## config.mk

```make
export PLATFORM = sky130hd
export DESIGN_NAME = s2a_capture_seq
export DESIGN_NICKNAME = d
export VERILOG_FILES = /design/src/rtl/s2a_capture_seq.sv
export SDC_FILE = /design/constraint.sdc
export NUM_CORES = 1
export LEC_CHECK = 0
export CORE_MARGIN = 10
export CORE_UTILIZATION = 43
export DETAILED_ROUTE_END_ITERATION = 6
export GPL_TIMING_DRIVEN = 0
export MAX_ROUTING_LAYER = met4
export SLEW_MARGIN = 20
export SYNTH_ARGS = -nofsm -noshare
export SYNTH_HDL_FRONTEND = slang
export SYNTH_SLANG_ARGS = --single-unit
```

## constraint.sdc

```tcl
create_clock -name Sclk -period 4.7 [get_ports Sclk]
set_input_delay 0.94 -clock Sclk [delete_from_list [all_inputs] [get_ports Sclk]]
set_output_delay 0.94 -clock Sclk [all_outputs]
set_load 0.02 [all_outputs]
```

## src/rtl/s2a_capture_seq.sv

```systemverilog
// Stream-side capture sequencer for the S2A writer: sync pulse, settling-sample skip, whole-block Ien gating.
// Optional watchdog is compiled in with `define S2A_SEQ_TIMEOUT_EN.
module s2a_capture_seq #(
   parameter int CNT_W       = 32,
   parameter int BLK_LEN     = 16,
   parameter int SYNC_LEN    = 4,
   parameter int TIMEOUT_CYC = 1024
) (
   input  logic             Sclk,
   input  logic             rst,
   input  logic             cfg_start,
   input  logic             cfg_stop,
   input  logic [CNT_W-1:0] cfg_nblk,
   input  logic [15:0]      cfg_skip,
   input  logic             din_valid,
   output logic             sync,
   output logic             Ien,
   output logic             busy,
   output logic             done,
   output logic             aborted,
   output logic [CNT_W-1:0] blk_cnt,
   output logic [2:0]       state
);

   localparam int SMP_W  = (BLK_LEN > 1) ? $clog2(BLK_LEN) : 1;
   localparam int SYNC_W = (SYNC_LEN > 1) ? $clog2(SYNC_LEN) : 1;
   localparam logic [SMP_W-1:0]  SMP_LAST  = SMP_W'(BLK_LEN - 1);
   localparam logic [SYNC_W-1:0] SYNC_LAST = SYNC_W'(SYNC_LEN - 1);

   typedef enum logic [2:0] {
      S_IDLE  = 3'd0,
      S_SYNC  = 3'd1,
      S_SKIP  = 3'd2,
      S_RUN   = 3'd3,
      S_DRAIN = 3'd4,
      S_DONE  = 3'd5
   } state_t;

   state_t            state_q, state_d;
   logic              sync_q, ien_q, busy_q, done_q;
   logic              ien_d;
   logic              aborted_q, aborted_d;
   logic [CNT_W-1:0]  blk_q, blk_d, blk_inc;
   logic [CNT_W-1:0]  nblk_q, nblk_d;
   logic [15:0]       skip_q, skip_d;
   logic [15:0]       skip_cnt_q, skip_cnt_d;
   logic [SMP_W-1:0]  smp_q, smp_d;
   logic [SYNC_W-1:0] syn_cnt_q, syn_cnt_d;
   // fin_q: the closing block has just wrapped; its last Ien is on the wire, DONE follows
   logic              fin_q, fin_d;
`ifdef S2A_SEQ_TIMEOUT_EN
   localparam int WD_W = $clog2(TIMEOUT_CYC + 1);
   localparam logic [WD_W-1:0] WD_LIM = WD_W'(TIMEOUT_CYC);
   logic [WD_W-1:0]   wd_q, wd_d;
`endif

   // Next-state and datapath decode for the capture sequence
   always_comb begin
      state_d    = state_q;
      aborted_d  = aborted_q;
      blk_d      = blk_q;
      nblk_d     = nblk_q;
      skip_d     = skip_q;
      skip_cnt_d = skip_cnt_q;
      smp_d      = smp_q;
      syn_cnt_d  = syn_cnt_q;
      fin_d      = 1'b0;
      ien_d      = 1'b0;
      blk_inc    = blk_q + CNT_W'(1);
      case (state_q)
         S_IDLE: begin
            if (cfg_start && !cfg_stop) begin
               state_d    = S_SYNC;
               blk_d      = {CNT_W{1'b0}};
               smp_d      = {SMP_W{1'b0}};
               skip_cnt_d = 16'd0;
               syn_cnt_d  = {SYNC_W{1'b0}};
               aborted_d  = 1'b0;
               nblk_d     = cfg_nblk;
               skip_d     = cfg_skip;
            end else begin
               state_d = S_IDLE;
            end
         end
         S_SYNC: begin
            if (cfg_stop) begin
               state_d   = S_IDLE;
               aborted_d = 1'b1;
            end else if (syn_cnt_q == SYNC_LAST) begin
               state_d = (skip_q == 16'd0) ? S_RUN : S_SKIP;
            end else begin
               syn_cnt_d = syn_cnt_q + SYNC_W'(1);
            end
         end
         S_SKIP: begin
            if (cfg_stop) begin
               state_d   = S_IDLE;
               aborted_d = 1'b1;
            end else if (din_valid) begin
               if ((skip_cnt_q + 16'd1) == skip_q) begin
                  state_d = S_RUN;
               end else begin
                  skip_cnt_d = skip_cnt_q + 16'd1;
               end
            end else begin
               state_d = S_SKIP;
            end
         end
         S_RUN, S_DRAIN: begin
            if (fin_q) begin
               state_d = S_DONE;
            end else if (din_valid) begin
               ien_d = 1'b1;
               smp_d = smp_q + SMP_W'(1);
               if (smp_q == SMP_LAST) begin
                  blk_d = blk_inc;
                  // A stop landing on the wrapping sample still counts that block
                  if (((nblk_q != {CNT_W{1'b0}}) && (blk_inc == nblk_q)) ||
                      (cfg_stop && (state_q == S_RUN)) || (state_q == S_DRAIN)) begin
                     fin_d = 1'b1;
                  end else begin
                     fin_d = 1'b0;
                  end
               end else if (cfg_stop && (state_q == S_RUN)) begin
                  state_d = S_DRAIN;
               end else begin
                  state_d = state_q;
               end
            end else if (cfg_stop && (state_q == S_RUN)) begin
               state_d = (smp_q == {SMP_W{1'b0}}) ? S_DONE : S_DRAIN;
            end else begin
               state_d = state_q;
            end
         end
         S_DONE: begin
            state_d = S_IDLE;
         end
         default: begin
            state_d = S_IDLE;
         end
      endcase
`ifdef S2A_SEQ_TIMEOUT_EN
      wd_d = {WD_W{1'b0}};
      if ((state_q == S_SKIP) || (state_q == S_RUN) || (state_q == S_DRAIN)) begin
         if (din_valid) begin
            wd_d = {WD_W{1'b0}};
         end else if ((wd_q + WD_W'(1)) == WD_LIM) begin
            state_d   = S_IDLE;
            aborted_d = 1'b1;
            fin_d     = 1'b0;
         end else begin
            wd_d = wd_q + WD_W'(1);
         end
      end else begin
         wd_d = {WD_W{1'b0}};
      end
`endif
   end

   // State, counters and registered outputs
   always_ff @(posedge Sclk) begin
      if (rst) begin
         state_q    <= S_IDLE;
         sync_q     <= 1'b0;
         ien_q      <= 1'b0;
         busy_q     <= 1'b0;
         done_q     <= 1'b0;
         aborted_q  <= 1'b0;
         blk_q      <= {CNT_W{1'b0}};
         nblk_q     <= {CNT_W{1'b0}};
         skip_q     <= 16'd0;
         skip_cnt_q <= 16'd0;
         smp_q      <= {SMP_W{1'b0}};
         syn_cnt_q  <= {SYNC_W{1'b0}};
         fin_q      <= 1'b0;
`ifdef S2A_SEQ_TIMEOUT_EN
         wd_q       <= {WD_W{1'b0}};
`endif
      end else begin
         state_q    <= state_d;
         sync_q     <= (state_d == S_SYNC);
         ien_q      <= ien_d;
         busy_q     <= (state_d != S_IDLE);
         done_q     <= (state_d == S_DONE);
         aborted_q  <= aborted_d;
         blk_q      <= blk_d;
         nblk_q     <= nblk_d;
         skip_q     <= skip_d;
         skip_cnt_q <= skip_cnt_d;
         smp_q      <= smp_d;
         syn_cnt_q  <= syn_cnt_d;
         fin_q      <= fin_d;
`ifdef S2A_SEQ_TIMEOUT_EN
         wd_q       <= wd_d;
`endif
      end
   end

   assign sync    = sync_q;
   assign Ien     = ien_q;
   assign busy    = busy_q;
   assign done    = done_q;
   assign aborted = aborted_q;
   assign blk_cnt = blk_q;
   assign state   = state_q;

endmodule

```

==> Changelog: implementation <==
### Physical design

- Outcome: finished clean
- Sequential cell area: ~2200 sq um
- Combinational power share: 12.4%
- Nets@finish: 1094
- Pins Over Slew Limit: 0
- Bufs on Longest Clock Path: 2
- Async set-reset flop share out of synthesis: 0%
- Core ar.: roughly 16000 sq um
- Remaining DRCs: 0
- Leak: ~2.8 nW
- Min Tclk post-route: approximately 3900 ps
- Starting DRT DRC Count: 681
- Top-level port count: 93
- Synth Register Bits: 111
- Distinct lib cells: 72
- Clock sink count: 111
- Endpoints failing setup: 0
- Yosys top cell by instances: nand2_1
- Psw: 0.5752 mW
- First-pass GRT wire length: 37.80 mm
- Hold-fix buffers, CTS: 0
- Reg-to-reg endpoint: fin_q
- Yosys Instances: 935
- Max-cap violations: 0
- CP Class: reg2reg
- Crit path DAT: about 4200 ps
- Row count: 46
- CTS H-tree depth: 3
- Gp weighted congestion: between 0.9 and 1
- Netlist Area Pre-Place: approximately 6900 sq um
- Root buf cell: clkbuf_16
- Port-buffer cells: ~90
- RSZ-0062 raised after global routing: no
- MI comb area: 4285 sq um
- Max-area cell share: between 30% and 40%
- Critical Path End Type: flip-flop
- Final critical-path share of the clock period: 82.10%
- Gr usage total: 22.11%
- Setup bufs post-CTS: 0
- Grt total ovfl: 0
- Crit path DRT: 5010 ps
- Initial antenna violation count: 0
- DR vias: 7283
- HPWL after DPL: 17.88 mm
- CTS tree: built
- Worst Tran Pin Value: 1079 ps
worst max-delay path: stages, from the launching register on:
cell and delay, ps:
dfxtp_1 490, ha_1 190, buf_2 170, nand4_1 380
or4_1 720, nor4_2 400, xnor2_1 170, nand2_1 80
a2111oi_0 910, a31o_1 280
per-stage QoR:
step / total power, mW / setup WS, ps / hold WS (ps) / std cells
after global routing: 2.087 / 735.4 / 511.5 / 1257
after CTS: 2.021 / 943.7 / 482.6 / 1257
final: 2.014 / 841.2 / 481.0 / 1257
after floorplan: 1.146 / 1972 / 449.1 / 935
after global placement: 1.256 / 801.3 / 461.6 / 1241
after detailed placement: 1.257 / 885.9 / 469.4 / 1241
how the worst min path moves through the flow:
stage,startpoint,end,slack [ps],cells past startpoint
CTS,syn_cnt_q[1],syn_cnt_q[1],480,2
global placement,syn_cnt_q[1],syn_cnt_q[1],460,2
floorplan,syn_cnt_q[1],syn_cnt_q[1],450,2
finish,skip_q[14],skip_q[14],480,2
global route,syn_cnt_q[1],syn_cnt_q[1],510,2
detailed placement,syn_cnt_q[1],syn_cnt_q[1],470,2
flip-flops by register name (all words and copies together), names as in the netlist:
register    count
syn_cnt_q       2
skip_cnt_q     16
smp_q           4
sync            1
Ien             1
busy            1
fin_q           1
done            1
nblk_q         32
skip_q         16
aborted         1
state           3
blk_cnt        32
routing by layer:
metal  track usage (%)  routed length [um]  vias up
li1                  -                   -     3569
met1             30.82               11570     3383
met2             31.68               10070      303
met3             3.839                1771       28
met4             7.007                 413        0
met5                 -                   0        -
power by group through the flow:
stage          registers [mW]  logic (mW)  clock network, mW
2_1_floorplan            1.00       0.142                  0
3_3_place_gp             1.01       0.246                  0
3_5_place_dp             1.01       0.247                  0
4_1_cts                 0.988       0.248              0.785
5_1_grt                 0.992       0.274              0.821
6_report                0.988       0.250              0.776
layout by cell type, fill, tap and decap left out, types with 12 or more instances in the layout:
cell             Yosys  layout
nand2_1            146     146
a21oi_1            115     115
dfxtp_1            111     111
clkdlybuf4s50_1      0      90
nor2_1              58      58
clkbuf_1            49      49
o21ai_0             44      44
nand4_1             33      33
xnor2_1             31      31
xor2_1              25      25
nor3_1              25      25
inv_1               23      23
nand3_1             22      22
or3_1               21      21
buf_2               18      18
nor4_1              17      17
and2_1              14      14
o211ai_1            12      12
a31oi_1             12      12
area by class of cell:
type	instances	area share, %
tap	216	3.227
timing repair buffer	90	10.76
inverter	23	1.031
multi-input combinational	725	51.17
clock buffer	9	2.689
clock inverter	7	0.7172
buffer	76	3.870
sequential	111	26.54
cell families after synthesis:
logic type | Yosys count | synth area share [%]
simple gates | 405 | 30.01
fa+ha+maj | 5 | 0.9050
buf+inv | 99 | 5.937
compound gates | 248 | 22.08
mux | 10 | 1.484
flops | 111 | 32.14
xor+xnor | 57 | 7.439
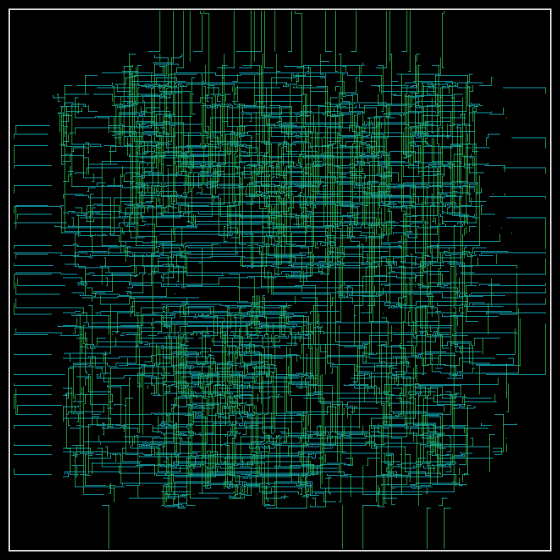
Figure 1: routed metal, one colour a layer.
Only two layers are drawn.
layer	colour	wire length
met1	cyan	11600 um
met2	green	10100 um

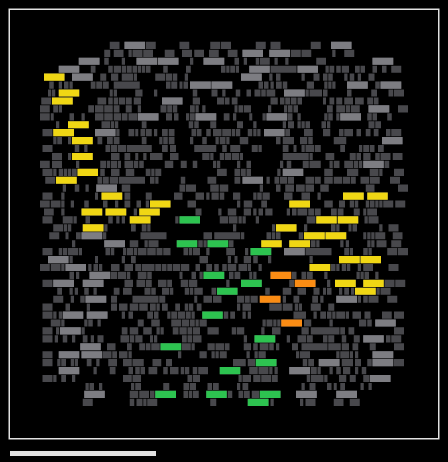
Figure 2: where the registers sit.
The bar under the picture is 50 um long. Other sequential cells in the stronger grey, the rest of the logic in the fainter grey.
netlist name	colour	sequential cells
smp_q	orange	4
nblk_q	yellow	32
skip_cnt_q	green	16
not coloured	59

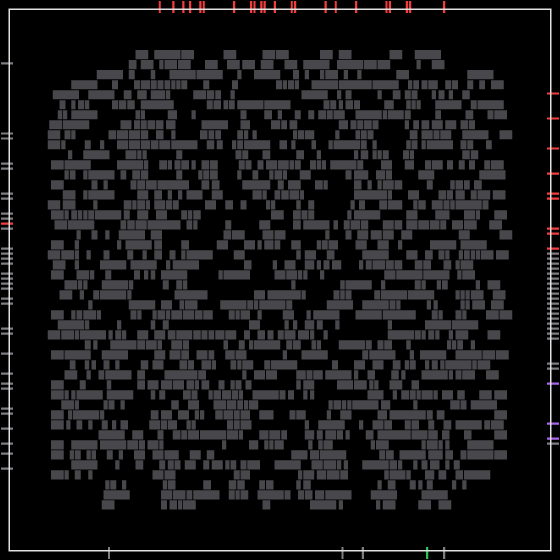
Figure 3: I/O pins on the die edge.
Pins as bars across the die edge, other pins in grey.
port	colour	pins	direction	edge
blk_cnt	red	32	output	22 north, 9 east, 1 west
state	purple	3	output	east
busy	green	1	output	south
all pins by edge	33 east, 33 west, 22 north, 5 south
chip height: 146.8 um
Die Wd: 146.8 um

No activity file was given, so power comes from the tool's default toggle rates.
